### src/rtl/reg_trace_gen.sv
// reg_trace_gen: trace register block with shadow/active channel config,
// atomic commit, saturating event counter and coherent snapshot reads.
// Ports: usb_clk/reset_n; reg_* front-end bus (read_data registered);
// event_i count input; ch_active_o channel values; commit_pulse_o.
module reg_trace_gen #(
  parameter int         pADDR_WIDTH   = 21,
  parameter int         pBYTECNT_SIZE = 7,
  parameter int         pNUM_CH       = 4,
  parameter int         pCH_BYTES     = 4,
  parameter int         pCNT_WIDTH    = 32,
  parameter logic [7:0] pREV          = 8'h01
) (
  input  logic                                  usb_clk,
  input  logic                                  reset_n,
  input  logic [pADDR_WIDTH-pBYTECNT_SIZE-1:0] reg_address,
  input  logic [pBYTECNT_SIZE-1:0]              reg_bytecnt,
  output logic [7:0]                            read_data,
  input  logic [7:0]                            write_data,
  input  logic                                  reg_read,
  input  logic                                  reg_write,
  input  logic                                  reg_addrvalid,
  input  logic                                  event_i,
  output logic [pNUM_CH*pCH_BYTES*8-1:0]        ch_active_o,
  output logic                                  commit_pulse_o
);

  localparam int AW  = pADDR_WIDTH - pBYTECNT_SIZE;
  localparam int BW  = pBYTECNT_SIZE;
  localparam int CHW = pCH_BYTES * 8;
  localparam int CB  = pCNT_WIDTH / 8;

  localparam logic [AW-1:0] A_REV    = AW'(1);
  localparam logic [AW-1:0] A_TEST   = AW'(2);
  localparam logic [AW-1:0] A_CTRL   = AW'(3);
  localparam logic [AW-1:0] A_STATUS = AW'(4);
  localparam logic [AW-1:0] A_CNT    = AW'(5);

  logic [pNUM_CH-1:0][CHW-1:0] shadow;
  logic [pNUM_CH-1:0][CHW-1:0] active;
  logic [31:0]                 test_q;
  logic [pCNT_WIDTH-1:0]       cnt;
  logic [pCNT_WIDTH-1:0]       snap;
  logic                        cnt_en;
  logic                        dirty;
  logic                        ovf;
  logic                        commit_req;
  logic                        rd;
  logic                        wr;
  logic                        bc0;
  logic                        cnt_clr;
  logic [7:0]                  rd_byte;

  assign rd          = reg_addrvalid & reg_read;
  assign wr          = reg_addrvalid & reg_write;
  assign bc0         = (reg_bytecnt == '0);
  assign cnt_clr     = wr & bc0 & (reg_address == A_CTRL) & write_data[1];
  assign ch_active_o = active;

  always_comb begin
    rd_byte = '0;
    if (bc0) begin
      unique case (1'b1)
        reg_address == A_REV:    rd_byte = pREV;
        reg_address == A_CTRL:   rd_byte = {7'b0, cnt_en};
        reg_address == A_STATUS: rd_byte = {6'b0, ovf, dirty};
        reg_address == A_CNT:    rd_byte = cnt[7:0];
        default: ;
      endcase
    end
    for (int b = 0; b < 4; b++)
      if (reg_address == A_TEST && reg_bytecnt == BW'(b))
        rd_byte = test_q[b*8 +: 8];
    // upper counter bytes come from the snapshot taken at the byte-0 read
    for (int b = 1; b < CB; b++)
      if (reg_address == A_CNT && reg_bytecnt == BW'(b))
        rd_byte = snap[b*8 +: 8];
    for (int c = 0; c < pNUM_CH; c++) begin
      for (int b = 0; b < pCH_BYTES; b++) begin
        if (reg_bytecnt == BW'(b)) begin
          if (reg_address == AW'(16 + c))
            rd_byte = shadow[c][b*8 +: 8];
          if (reg_address == AW'(32 + c))
            rd_byte = active[c][b*8 +: 8];
        end
      end
    end
  end

  always_ff @(posedge usb_clk or negedge reset_n) begin
    if (!reset_n) begin
      read_data      <= '0;
      test_q         <= '0;
      cnt            <= '0;
      snap           <= '0;
      cnt_en         <= 1'b0;
      dirty          <= 1'b0;
      ovf            <= 1'b0;
      commit_req     <= 1'b0;
      commit_pulse_o <= 1'b0;
      shadow         <= '0;
      active         <= '0;
    end else begin
      read_data <= rd ? rd_byte : 8'h00;

      commit_req <= wr & bc0 & (reg_address == A_CTRL)
                  & write_data[0];
      commit_pulse_o <= commit_req;
      if (commit_req) begin
        active <= shadow;
        dirty  <= 1'b0;
      end

      if (wr && bc0 && reg_address == A_CTRL)
        cnt_en <= write_data[2];

      for (int b = 0; b < 4; b++)
        if (wr && reg_address == A_TEST && reg_bytecnt == BW'(b))
          test_q[b*8 +: 8] <= write_data;

      // placed after the commit so a write racing it stays dirty
      for (int c = 0; c < pNUM_CH; c++) begin
        for (int b = 0; b < pCH_BYTES; b++) begin
          if (wr && reg_address == AW'(16 + c) &&
              reg_bytecnt == BW'(b)) begin
            shadow[c][b*8 +: 8] <= write_data;
            dirty               <= 1'b1;
          end
        end
      end

      if (cnt_en && event_i) begin
        if (&cnt) ovf <= 1'b1;
        else      cnt <= cnt + pCNT_WIDTH'(1);
      end
      if (wr && bc0 && reg_address == A_STATUS && write_data[1])
        ovf <= 1'b0;
      if (cnt_clr) begin
        cnt <= '0;
        ovf <= 1'b0;
      end

      if (rd && bc0 && reg_address == A_CNT)
        snap <= cnt;
    end
  end

endmodule

### config.mk
export PLATFORM = sky130hd
export DESIGN_NAME = reg_trace_gen
export DESIGN_NICKNAME = d
export VERILOG_FILES = /design/src/rtl/reg_trace_gen.sv
export SDC_FILE = /design/constraint.sdc
export NUM_CORES = 1
export LEC_CHECK = 0
export CAP_MARGIN = 20
export CELL_PAD_IN_SITES_DETAIL_PLACEMENT = 1
export CELL_PAD_IN_SITES_GLOBAL_PLACEMENT = 2
export CORE_ASPECT_RATIO = 1.5
export CORE_MARGIN = 2
export CORE_UTILIZATION = 35
export DETAILED_ROUTE_END_ITERATION = 10
export HOLD_SLACK_MARGIN = 0.03
export PLACE_DENSITY = 0.78
export REMOVE_ABC_BUFFERS = 1
export SLEW_MARGIN = 5
export SYNTH_ARGS = -nofsm -noshare
export SYNTH_HDL_FRONTEND = slang
export SYNTH_SLANG_ARGS = --single-unit
### constraint.sdc
create_clock -name usb_clk -period 2.3 [get_ports usb_clk]
set_input_delay 0.345 -clock usb_clk [delete_from_list [all_inputs] [get_ports usb_clk]]
set_output_delay 0.345 -clock usb_clk [all_outputs]
set_load 0.03 [all_outputs]
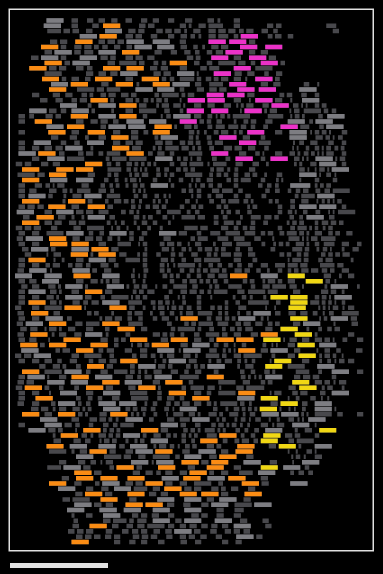
Figure 1: run 1, sequential cells colored by netlist name.
Scale bar: 50 um.
[test_q] magenta | placed flops: 32
[snap] yellow | placed flops: 24
[shadow] orange | placed flops: 128
not colored: 173

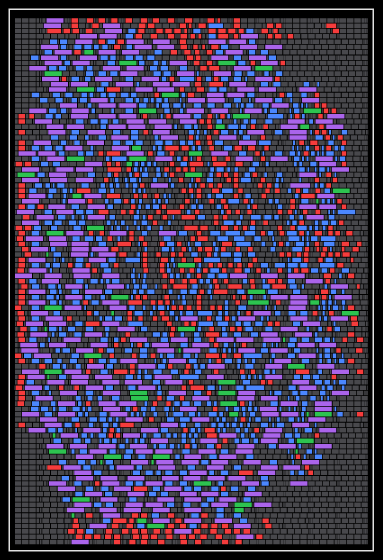
Figure 2: run 1, placed cells, one color a class.
Fill, decap, tap and diode cells in gray.
[sequential cells] purple | cells: 357
[remaining buffers and delay cells] red | cells: 569
[clock drivers and dummy loads] green | cells: 64
[combinational and other logic] blue | cells: 999

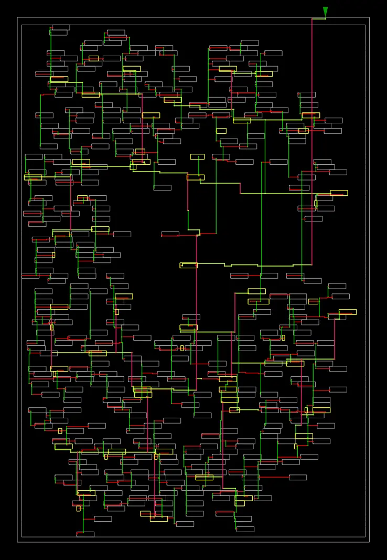
Figure 3: run 1, clock routing.
clock latency on the worst-skew pair: 0.55 ns
clock buf count: 58

==> metrics.cfg, run 1 <==
[synthesis]
netlist_top_cells_area = sky130_fd_sc_hd__dfrtp_1 52%, sky130_fd_sc_hd__mux2_2 20%, sky130_fd_sc_hd__a22oi_1 2.7%
post-synth-top-count-cell = sky130_fd_sc_hd__dfrtp_1
area_of_the_mapped_netlist_mm2 = 0.01726
yosysTopAreaCellShare_pct = 51.77
synth-warning-count = 0

[critical_path]
regToRegEndpoint = cnt[15]
timing.critical_path.to_type = flip-flop
register_to_register_setup_slack_ns = 0.06
worstSetupStartpoint = reg_address[7]
timing.critical_path.arrival_ns = 2.84
worstReg2RegStart = cnt[27]
type_of_the_setup_path_with_the_least_slack = in2reg
critical_path.endpoint = read_data[4]

[status]
run_status = complete, but fails checks
failed_checks = setup timing

[sta]
hold_ws_ns = 0.4074
hold_viol_final = 0
rsz0062_at_grt = true
setup_ws_post_layout_ns = -0.04580
timing.clock.skew_ns = 0.02068
finalSetupViolCount = 3

[pwr]
total_power_mw = 13.12
powerDensity_mw_per_mm2 = 532.3
vdd_drop_max_v = 0.0006408

[worst_hold_path]
hp-class = in2async

[cells_and_area]
num-nets-final = 2001
layout.cell_area.non_filler_mm2 = 0.02466
diode_insertion_count_for_antenna_repair = 0
final_cell_count_no_fill = 2645

[die]
top_level_ports = 172
die.size.x_um = 185.3
placement_rows = 99

[placed_design]
tally_of_buffers_added_on_design_ports = 171
detailed_place_hpwl_um = 55250

[detailed_routing]
postRouteWirelength_um = 74880
drt_iter0_drc = 925
post_drt_wl_per_cell_um = 28.31

[flow_run]
timing.max_cap.violations = 0

[clock_network]
cts.sink_count = 357
clkSlewWorstSetupHoldPaths_ns = 0.06
ctsHtreeMaxLevel = 2
clockRootBuffer = sky130_fd_sc_hd__clkbuf_16

[global_route]
grt_remaining_overflow = 0
grt_pass1_wl_um = 110600
grt_pass1_vias = 16750

run 1: cells in the final DEF, fill, tap and decap left out, drive strengths merged, types with 11 or more instances in the layout:
cell	netlist	routed
a21oi	61	61
a221oi	17	17
a222oi	13	13
a22o	18	18
a22oi	62	62
buf	32	409
clkbuf	65	61
clkdlybuf4s50	0	150
dfrtp	357	357
inv	9	11
mux2	313	313
nand2	61	61
nand3	40	40
nand4	18	18
nor2	84	84
nor3	23	23
nor4	25	25
o21ai	52	52
o22ai	45	45
xor2	18	18
run 1: metal layers:
metal	up-vias	wire (um)	share of wire [%]	track usage [%]
met3	239	2979	4.0	3.524
li1	6551	-	-	-
met5	-	13	0.017	0
met2	531	39510	53	53.87
met1	8071	27120	36	32.53
met4	2	5248	7.0	17.84
run 1: worst min path at each step:
| stage | start | to |
|---|---|---|
| 2_1_floorplan | reset_n | ch_active_o[0] |
| 3_3_place_gp | reset_n | test_q[1] |
| 3_5_place_dp | reset_n | test_q[24] |
| 4_1_cts | reset_n | test_q[2] |
| 5_1_grt | reg_address[3] | ovf |
| 6_report | reset_n | test_q[21] |
run 1: logic make-up (layout without fill, tap and decap cells):
family / Yosys count / after routing / share of synthesized area (%)
and+or+nand+nor: 309 / 309 / 9.962
adders and majority gates: 1 / 1 / 0.07249
DFF: 357 / 357 / 51.77
buffers and inverters: 106 / 642 / 2.617
AOI/OAI and AO/OA: 330 / 330 / 13.13
xor gates and xnor gates: 27 / 27 / 1.370
muxes: 323 / 323 / 21.08
run 1: final cells by class:
cell class | instances | area [um^2] | area share [%]
Clock buffer | 58 | 1137 | 4.612
Clock inverter | 6 | 73.82 | 0.2994
Inverter | 9 | 33.78 | 0.1370
Multi-Input combinational cell | 990 | 8458 | 34.30
Sequential cell | 357 | 8937 | 36.24
Tap cell | 656 | 820.8 | 3.329
Timing Repair Buffer | 569 | 5197 | 21.08
run 1: critical path, cell delays in order:
cell,delay [ns]
sky130_fd_sc_hd__buf_6,0.09
sky130_fd_sc_hd__buf_8,0.13
sky130_fd_sc_hd__or4_4,0.50
sky130_fd_sc_hd__nor4_4,0.29
sky130_fd_sc_hd__buf_4,0.19
sky130_fd_sc_hd__buf_6,0.11
sky130_fd_sc_hd__nand3_4,0.05
sky130_fd_sc_hd__a21oi_2,0.15
sky130_fd_sc_hd__buf_6,0.15
sky130_fd_sc_hd__o21ai_2,0.07
sky130_fd_sc_hd__a222oi_1,0.47
sky130_fd_sc_hd__buf_4,0.18
sky130_fd_sc_hd__o21a_1,0.11
run 1: sequential cells by signal, indices dropped and copies added, names as in the netlist:
| name | count |
|---|---|
| snap | 24 |
| cnt | 32 |
| cnt_en | 1 |
| test_q | 32 |
| commit_pulse_o | 1 |
| read_data | 8 |
| commit_req | 1 |
| ovf | 1 |
| shadow | 128 |
| dirty | 1 |
| ch_active_o | 128 |
run 1: power breakdown:
group | switching (mW) | internal [mW]
Clock | 2.64 | 3.52
Combinational | 0.438 | 0.247
Sequential | 0.0000624 | 6.28
Total | 3.07 | 10.1
run 1: what timing repair did:
action,in CTS,in global routing
endpoints found under the hold margin,56,0
pin swaps,48,34
hold buffers,1,0
setup buffers,45,13
resized,161,60
endpoints found under the setup margin,225,88
cloned,1,0
==> run 1 -> run 2 <==
--- a/config.mk
+++ b/config.mk
@@ -15,6 +15,7 @@
 export HOLD_SLACK_MARGIN = 0.03
 export PLACE_DENSITY = 0.78
 export REMOVE_ABC_BUFFERS = 1
+export SETUP_SLACK_MARGIN = 0.3
 export SLEW_MARGIN = 5
 export SYNTH_ARGS = -nofsm -noshare
 export SYNTH_HDL_FRONTEND = slang
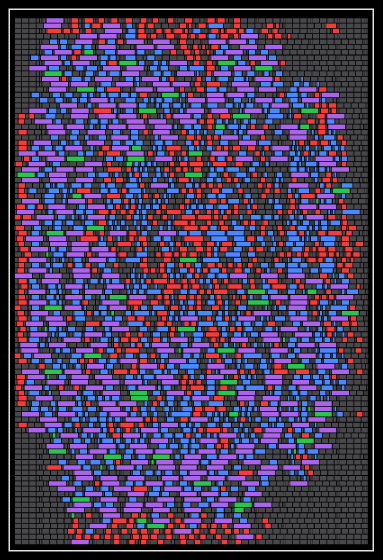
Figure 4: run 2, placed cells, one color a class.
Fill, decap, tap and diode cells in gray.
[sequential cells] purple | cells: 357
[remaining buffers and delay cells] red | cells: 624
[clock drivers and dummy loads] green | cells: 64
[combinational and other logic] blue | cells: 999

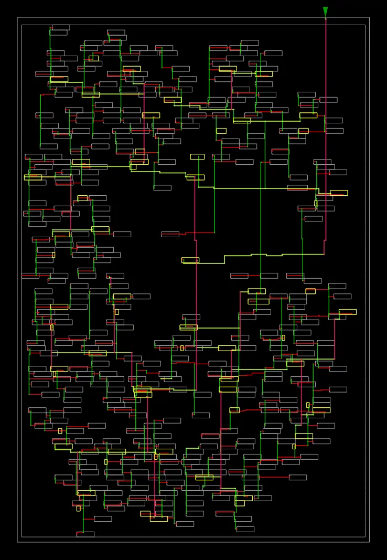
Figure 5: run 2, clock routing.
clock latency on the worst-skew pair: 0.56 ns
number of sequential cells in the layout: 357
count of clock tree sinks: 357

==> run 2 against run 1 <==
The run still ends with setup timing left. Combinational power up 7.6%. Design area up 6.6%. Worst setup slack worse by 0.048 ns. Total power up 0.53%. Synthesized cell count unchanged. Global-route usage up 0.68 points. Final cell count up 2.1%. Clock power about the same. Critical endpoint is now read_data[5]. Largest cell class is now combinational gates. Largest power group unchanged.
==> metrics.cfg, run 2 <==
[pwr]
switching_share_pct = 23.67  ; +0.25 points
netSwitchingPower_mw = 3.123  ; +1.6%
cell_internal_pwr_mw = 10.07  ; +0.21%
sequential_cell_fraction_of_total_power_pct = 47.6  ; -0.2 points

[cells_and_area]
layout.cells.most_common_list = 356 x sky130_fd_sc_hd__dfrtp_1, 307 x sky130_fd_sc_hd__buf_4, 274 x sky130_fd_sc_hd__mux2_2, 99 x sky130_fd_sc_hd__buf_6, 86 x sky130_fd_sc_hd__dlygate4sd2_1
layout.cell_area.non_filler_mm2 = 0.02629  ; +6.6%
num-nets-final = 2056  ; +2.7%
diode_insertion_count_for_antenna_repair = 0  ; unchanged

[critical_path]
worstSetupStartpoint = reg_address[2]
slowest_stage = sky130_fd_sc_hd__or4b_4
worstReg2RegStart = cnt[6]
type_of_the_setup_path_with_the_least_slack = in2reg
cp_top_delay_family = buffers and inverters

[synthesis]
synth-warning-count = 0  ; unchanged
yosysTopAreaCellShare_pct = 51.77  ; unchanged
post-synth-top-count-cell = sky130_fd_sc_hd__dfrtp_1
netlist_top_cells_area = sky130_fd_sc_hd__dfrtp_1 52%, sky130_fd_sc_hd__mux2_2 20%, sky130_fd_sc_hd__a22oi_1 2.7%

[worst_hold_path]
hp-class = in2async

[global_route]
grt_pass1_wl_um = 113200  ; +2.3%

[status]
failed_checks = setup timing
run_status = complete, but fails checks

[sta]
hold_ws_ns = 0.3931  ; -0.01423 ns
finalSetupViolCount = 2  ; -1
setup_ws_post_layout_ns = -0.09361  ; -0.04781 ns
timing.clock.skew_ns = 0.02158  ; +0.0008962 ns

[flow_run]
timing.max_cap.violations = 0  ; unchanged

[clock_network]
clkSlewWorstSetupHoldPaths_ns = 0.06  ; about the same

[die]
placement_rows = 99  ; unchanged

[detailed_routing]
post_drt_wl_per_cell_um = 29.04  ; +2.6%

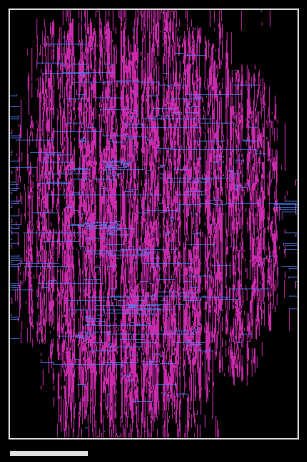
Figure 6: run 2, routed metal, one color a layer.
Scale bar: 50 um. Only two layers are drawn.
[metal 2] magenta | wire length: 41.1 mm
[metal 3] blue | wire length: 3440 um

-- run 2: cell counts after synthesis --
Identical to the previous run, type by type.
-- run 2: final timing paths --
check,end,slack (ns),depth (start not counted)
worst min-delay path,test_q[24],0.39,2
min in group usb_clk,ovf,0.41,4
worst max-delay path,read_data[5],-0.09,13
worst max register to register,cnt[24],0.01,11
max in group asynchronous,shadow[21],1.13,3
worst min register to register,test_q[10],0.51,1
-- run 2: layout make-up --
class,count,share of cell area (%)
Sequential cell,357,34.00
Tap cell,656,3.123
Clock buffer,58,4.327
Multi-Input combinational cell,990,35.39
Timing Repair Buffer,624,22.75
Clock inverter,6,0.2808
Inverter,9,0.1285
-- run 2: power groups by stage --
stage	combinational (mW)	clock [mW]	sequential (mW)
floorplan	0.0886	0	6.40
global placement	0.628	0	6.40
detailed placement	0.635	0	6.40
CTS	0.697	6.27	6.28
global route	0.775	6.49	6.28
finish	0.737	6.18	6.28
-- run 2: kinds of logic (layout without fill, tap and decap cells) --
| group | count (synthesis) | after routing | share of synthesized area, % |
|---|---|---|---|
| and+or+nand+nor | 309 | 309 | 9.962 |
| muxes | 323 | 323 | 21.08 |
| xor gates and xnor gates | 27 | 27 | 1.370 |
| DFF | 357 | 357 | 51.77 |
| buffers and inverters | 106 | 697 | 2.617 |
| AOI/OAI and AO/OA | 330 | 330 | 13.13 |
| adders and majority gates | 1 | 1 | 0.07249 |
-- run 2: worst reg2reg max path: stages (launching register included) --
cell and delay (ns):
sky130_fd_sc_hd__dfrtp_1 0.45, sky130_fd_sc_hd__nand4_1 0.13, sky130_fd_sc_hd__or4_4 0.61, sky130_fd_sc_hd__buf_6 0.16, sky130_fd_sc_hd__nor2_4 0.11, sky130_fd_sc_hd__a21oi_4 0.07
sky130_fd_sc_hd__nor2_1 0.10, sky130_fd_sc_hd__buf_4 0.16, sky130_fd_sc_hd__buf_4 0.12, sky130_fd_sc_hd__nand2_2 0.04, sky130_fd_sc_hd__xor2_1 0.17, sky130_fd_sc_hd__nor2_1 0.06
-- run 2: repair_timing --
item                                   4_1_cts  5_1_grt
gates cloned                                 3        1
pin swaps                                  107       95
buffers inserted                            66       38
setup endpoints to repair                  313      242
endpoints found under the hold margin       56        0
hold buffers                                 1        0
resized                                    407      200
-- run 2: metal layers --
metal,part of all wire (%),GRT usage (%)
met3,4.4,3.643
met4,7.7,19.92
met2,52,54.61
met1,35,33.00
met5,0,0
-- run 2: stage by stage --
stage / worst slack [ns] / cells / utilization [%]
after global routing: -0.1433 / 2700 / 54.00
after global placement: -1.145 / 2527 / 46.04
final: -0.09361 / 2700 / 54.00
after CTS: -0.08817 / 2661 / 51.66
after floorplan: -2.029 / 1356 / -
after detailed placement: -1.145 / 2527 / 46.04
==> run 2 -> run 3 <==
==> constraint.sdc (replaced) <==
create_clock -name usb_clk -period 2.3 [get_ports usb_clk]
set_input_delay 0.345 -clock usb_clk [delete_from_list [all_inputs] [get_ports usb_clk]]
set_output_delay 0.345 -clock usb_clk [all_outputs]
set_load 0.005 [all_outputs]
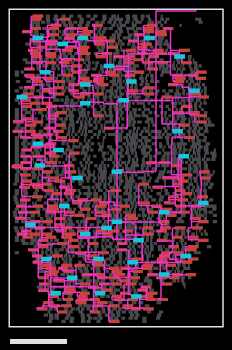
Figure 7: run 3, clock network drawn from the DEF.
Scale bar: 50 um.
[clock drivers] cyan | count: 37
[flip-flops] red | count: 357
[clock wires] magenta | length: 5000 um
routed clock nets: 38

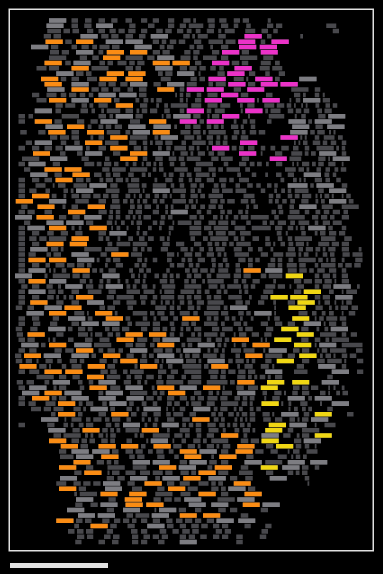
Figure 8: run 3, sequential cells colored by netlist name.
Scale bar: 50 um.
fraction of area in registers: 34.04%
Post-Route Utilization: 53.95%
Flop+latch power: 6.28 mW

==> run 3 against run 2 <==
Hold slack worse by 0.034 ns. Core utilization about the same. Via count shrank 0.92%. First-iteration DRC count rose by 22%. The run still ends with setup timing left. Synthesized cell count is the same. Largest cell class unchanged. Die size is the same. Combinational power grew 3.4%. Global-route usage about the same.
==> metrics.cfg, run 3 <==
[clock_network]
clock_latency_on_the_worst_skew_pair_ns = 0.56  ; about the same
cts.sink_count = 357  ; unchanged
clkSlewWorstSetupHoldPaths_ns = 0.06  ; about the same

[status]
failed_checks = setup timing
run_status = complete, but fails checks

[synthesis]
ys_async_sr_fraction_pct = 100.0
synth-warning-count = 0  ; unchanged
post-synth-top-count-cell = sky130_fd_sc_hd__dfrtp_1
netlist_top_cells_count = 357 x sky130_fd_sc_hd__dfrtp_1, 313 x sky130_fd_sc_hd__mux2_2, 73 x sky130_fd_sc_hd__nor2_1

[cells_and_area]
layout.cells.most_common_list = 354 x sky130_fd_sc_hd__dfrtp_1, 313 x sky130_fd_sc_hd__buf_4, 262 x sky130_fd_sc_hd__mux2_2, 149 x sky130_fd_sc_hd__clkdlybuf4s50_1, 83 x sky130_fd_sc_hd__buf_6
layout.cell_area.non_filler_mm2 = 0.02626  ; about the same
num-nets-final = 2048  ; -0.39%

[critical_path]
type_of_the_setup_path_with_the_least_slack = in2reg
register_to_register_setup_slack_ns = -0.10  ; -0.11 ns
rr_worst_depth = 8  ; -3

[worst_hold_path]
hp-class = in2reg

[sta]
setup_ws_post_layout_ns = -0.2227  ; -0.1291 ns
finalSetupViolCount = 5  ; +3

[placed_design]
detailed_place_hpwl_um = 55170

[die]
fp.dieArea_mm2 = 0.05113
placement_rows = 99  ; unchanged

[flow_run]
timing.max_cap.violations = 0  ; unchanged

[detailed_routing]
post_drt_wl_per_cell_um = 28.91  ; -0.47%

[global_route]
grt_pass1_wl_um = 113000  ; -0.16%

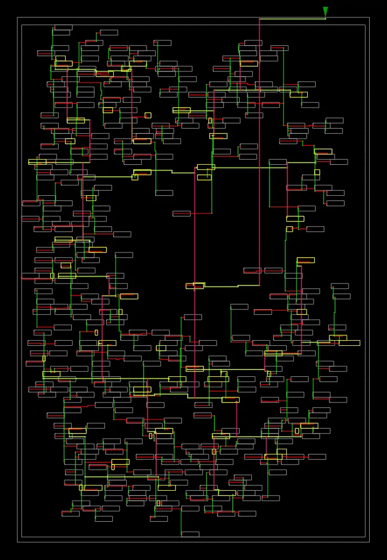
Figure 9: run 3, clock routing.
power in the clock group: 6.22 mW
Num CTS Buffers: 37
clock buf count: 52
largest clock skew in the final design: 0.01674 ns

[run 3: final cells by class]
cell class | instances | area [um^2] | share of cell area [%]
repair buffers | 617 | 5921 | 22.55
diodes | 1 | 2.502 | 0.009529
inverters | 9 | 33.78 | 0.1286
flip-flops and latches | 357 | 8940 | 34.04
clock inverters | 14 | 152.6 | 0.5813
clock buffers | 52 | 1072 | 4.083
well taps | 656 | 820.8 | 3.125
multi-input cells | 990 | 9319 | 35.49
[run 3: worst max-delay path, stage by stage]
cell and delay (ns):
sky130_fd_sc_hd__buf_2 0.10, sky130_fd_sc_hd__buf_6 0.13, sky130_fd_sc_hd__or4b_4 0.64, sky130_fd_sc_hd__buf_4 0.20, sky130_fd_sc_hd__o21ai_1 0.41, sky130_fd_sc_hd__a22o_1 0.28
sky130_fd_sc_hd__nand2_4 0.08, sky130_fd_sc_hd__a2111oi_4 0.34, sky130_fd_sc_hd__buf_4 0.21, sky130_fd_sc_hd__o31a_1 0.14, sky130_fd_sc_hd__o21ai_1 0.05
[run 3: through the flow]
| stage | util (%) | setup WS [ns] | total power, mW | instances | hold WS (ns) |
|---|---|---|---|---|---|
| floorplan | - | -2.029 | 6.486 | 1356 | 0.04941 |
| detailed placement | 46.05 | -1.134 | 7.033 | 2528 | 0.4122 |
| global placement | 46.05 | -1.182 | 7.023 | 2528 | 0.4088 |
| CTS | 51.82 | -0.1176 | 13.28 | 2663 | 0.3382 |
| global route | 53.94 | -0.2433 | 13.61 | 2695 | 0.3857 |
| finish | 53.95 | -0.2227 | 13.26 | 2696 | 0.3589 |
[run 3: worst paths after layout]
path                                 startpoint            to
max in group asynchronous               reset_n    shadow[16]
worst max-delay path             reg_address[7]  read_data[7]
worst min register to register         snap[27]      snap[27]
worst min-delay path             reg_address[0]           ovf
min in group asynchronous               reset_n    test_q[24]
worst max register to register  ch_active_o[24]  read_data[0]
[run 3: kinds of logic (layout without fill, tap and decap cells)]
logic type,Yosys count,in the layout,share of synthesized area (%)
buffers and inverters,106,692,2.617
xor gates and xnor gates,27,27,1.370
DFF,357,357,51.77
AOI/OAI and AO/OA,330,330,13.13
other,0,1,0
adders and majority gates,1,1,0.07249
muxes,323,323,21.08
and+or+nand+nor,309,309,9.962
[run 3: power by group]
part	total [mW]	switching (mW)	internal, mW
clock	6.22	2.71	3.51
combinational	0.762	0.480	0.282
sequential	6.28	0.0000522	6.28
[run 3: repair_timing]
| action | in CTS | in global routing |
|---|---|---|
| gates cloned | 2 | 0 |
| pin swaps | 106 | 84 |
| hold endpoints to repair | 56 | 0 |
| buffers inserted | 66 | 32 |
| resized | 308 | 194 |
| hold buffers | 1 | 0 |
| endpoints found under the setup margin | 229 | 192 |
[run 3: metal layers]
metal	vias up	track usage (%)	routed length (um)
met2	537	54.40	40730
met4	2	19.42	5758
met1	8209	32.99	28270
li1	6662	-	-
met3	257	4.300	3167
met5	-	0	13
Power figures rest on the tool's default switching activity, not on a simulated workload.
